floorplan.png
(3 px per µm) Pins as bars on the die edge. Tap cells in gray.
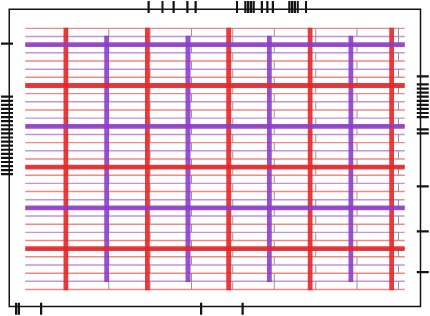
class_map.png
(3 px per µm) Fill, decap, tap and diode cells in gray.
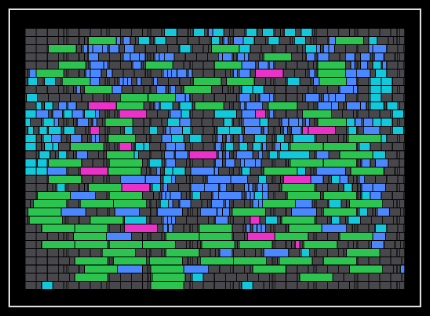
clock_wires.png
(3 px per µm)
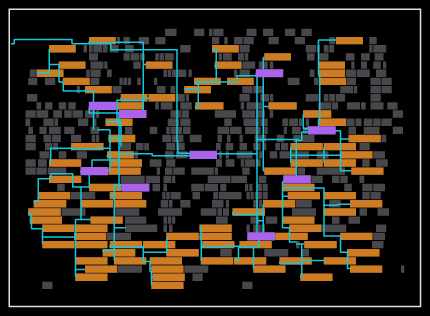
layers.png
(3 px per µm)
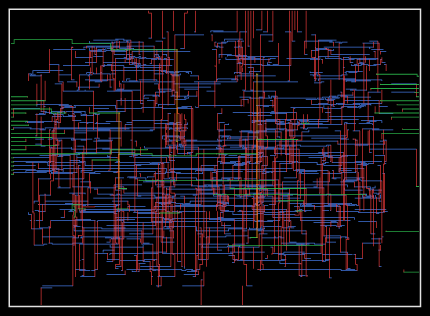
congestion_map.png
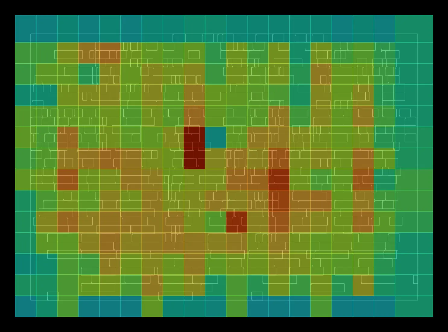
Design playseq_fluxo_dados, sky130hd; sources not shown.
==> results.txt <==
fresh numbers from the pnr run: Synth Warn # 0, cts-stage hold buffer count 0, Min-Delay Path Class reg -> reg, CTS Buf Count 9, Clock transition at path regs 60 ps, tool warnings 33, DP Wirelength 7460 µm, port buffer count 55, Setup TNS -74.2 ps, Synth flops 91, die width 137 µm, reg2reg path depth 7, count leader, synth edfxtp_1, Static Leak 2.27 nW, worst-path fanout max 6, setup ws final -49.8 ps, Max Slew Vio Count 0, EDFF count, synth 64, Sw Pwr 0.611 mW, Via density 4.84, largest net degree at the start of global routing 28, Comb area 1660 µm², drt pass-1 iters 4, Dominant cell area share 45.1%, Highest Clock Rate 278 MHz, Compound-Gate Fraction of Synth Area 5.49%, largest non-sequential cell family by area multiplexers, Die ar. 13500 µm², RSZ-0062 raised after global routing true, area figure in the yosys stat output 4260 µm², antenna-violating nets left 0, XOR-XNOR Cells, Area Fraction 4.32%, Synth area leaders edfxtp_1 (45%), dfrtp_1 (16%), nor2_1 (4.0%), mux4_2 (3.7%), ha_1 (3.5%), Post-CTS Setup Repair Bufs 15, post-layout minimum cycle time 3600 ps, top cells by count edfxtp_1 (64), nor2_1 (45), dfrtp_1 (27), nand2_1 (17), xnor2_1 (13), area leader, netlist edfxtp_1, adder-cell area share of the yosys netlist 3.52%, vias in the first global route 2977, FP Util 38.7%, # diodes 0, failing checks setup timing, most numerous logic cell after layout edfxtp_1, Worst Tran Pin Value 911 ps, cell count after synthesis 312, Switching Share 23.8%, net count after synthesis 350, Final nets 464, Seq/Total Area, Yosys 61.0%, Filler cells 964, PwrDens 437 nW/µm², Mean Syn Cell Area 13.7 µm², Distinct lib cells used 44, startpoint types flip-flop, worst path required time 2480 ps, first-pass GRT wire length 16100 µm, total congestion overflow 0, Max-Cap Viols 0, deepest clock path buffer count 2, Total Power 2.57 mW, Max transition margin 39.3%, Worst Path Arrival 2530 ps, Final setup viols 2, Worst Setup End Kind output port, async set-reset flop share out of synthesis 29.7%, DRT iter0 DRCs 154, Finished Layout Cells 584, routability cong. 0.783, Dominant flop cell edfxtp_1, Root Buffer clkbuf_16, hold path depth 2, Top Layout Cells edfxtp_1 (64), nor2_1 (43), clkdlybuf4s50_1 (42), status complete, but fails checks, Min Hold Slack 549 ps, post_cts resized 64, Syn Std Cell Area 4260 µm², r2r setup slk 1390 ps, H-tree depth 3, register area 2600 µm²
Notes on floorplan.png above:
VSS: marked red. VDD: marked purple.
9 straps on met4. 59 signal pins sit on the boundary. The core has 32 rows.
Peak VDD IR: 0.000242 V
die y size: 98.6 µm

Notes on class_map.png above:
registers: marked green, cells 91, share of their area 46%. remaining logic cells: marked blue, cells 209, share of their area 30%. remaining buffers and delay cells: marked cyan, cells 115, share of their area 19%. clock drivers and dummy loads: marked magenta, cells 16, share of their area 5.3%.
sequential share of cell area: 44.2%
core area: 11000 µm²
# rows: 32

Notes on clock_wires.png above:
clock wires: marked cyan, length 1060 µm. flip-flops: marked orange, count 91. clock-net drivers: marked purple, count 9.
There are 10 routed clock nets.
Final Skew: 5.04 ps
Clk power: 0.955 mW
worst skew pair latency: 340 ps
clock share of power: 37.1%

Notes on layers.png above:
M4: marked orange, wire length 110 µm. M1: marked blue, wire length 5070 µm. M3: marked green, wire length 626 µm. M2: marked red, wire length 4450 µm.
WL final: 10300 µm
Routed wire per std cell: 17.6 µm
via count: 2827
GRT Total Usage: 16.0%

Notes on congestion_map.png above:
post-layout util: 53.5%
GRT met2 Usage: 23.4%
layer with the highest usage: met1
met3 usage: 4.64%
met1 Use GR: 23.4%

## area by class of cell
cell class	count	share of cell area (%)
flip-flops and latches	91	44.2
multi-input cells	196	28.2
repair buffers	115	18.4
clock buffers	9	3.82
well taps	153	3.25
clock inverters	7	1.30
inverters	13	0.871
## per-stage QoR
| step | worst slack [ps] | instance area [µm²] |
|---|---|---|
| after floorplan | 282 | 4260 |
| after global placement | -708 | 5250 |
| after detailed placement | -727 | 5250 |
| after CTS | -210 | 5810 |
| after global routing | -132 | 5890 |
| final | -49.8 | 5890 |
## layer usage
| layer | part of all wire, % | track usage, % |
|---|---|---|
| met1 | 49 | 23.4 |
| met2 | 43 | 23.4 |
| met3 | 6.1 | 4.64 |
| met4 | 1.1 | 4.18 |
| met5 | 0 | 0 |
## power groups by stage
| stage | logic (mW) | registers, mW | clock network, mW |
|---|---|---|---|
| 2_1_floorplan | 0.164 | 1.21 | 0 |
| 3_3_place_gp | 0.362 | 1.21 | 0 |
| 3_5_place_dp | 0.362 | 1.21 | 0 |
| 4_1_cts | 0.420 | 1.18 | 0.980 |
| 5_1_grt | 0.469 | 1.19 | 1.02 |
| 6_report | 0.432 | 1.18 | 0.955 |
## critical path, stage by stage (launching register included)
cell and delay (ps):
dfrtp_2 410, buf_12 130, buf_6 90, mux4_2 500, mux2_4 310, a31oi_4 160
o31ai_4 110, buf_6 140, a22o_4 230, buf_6 110
## cell families (layout without fill, tap and decap cells)
| family | after synthesis | in the layout |
|---|---|---|
| other | 1 | 1 |
| adder cells (fa/ha/maj) | 12 | 12 |
| flip-flops | 91 | 91 |
| AND/OR/NAND/NOR | 97 | 97 |
| XOR/XNOR | 21 | 21 |
| buffers and inverters | 25 | 144 |
| AND-OR/OR-AND | 30 | 30 |
| multiplexers | 35 | 35 |
Power and IR drop assume default switching activity.
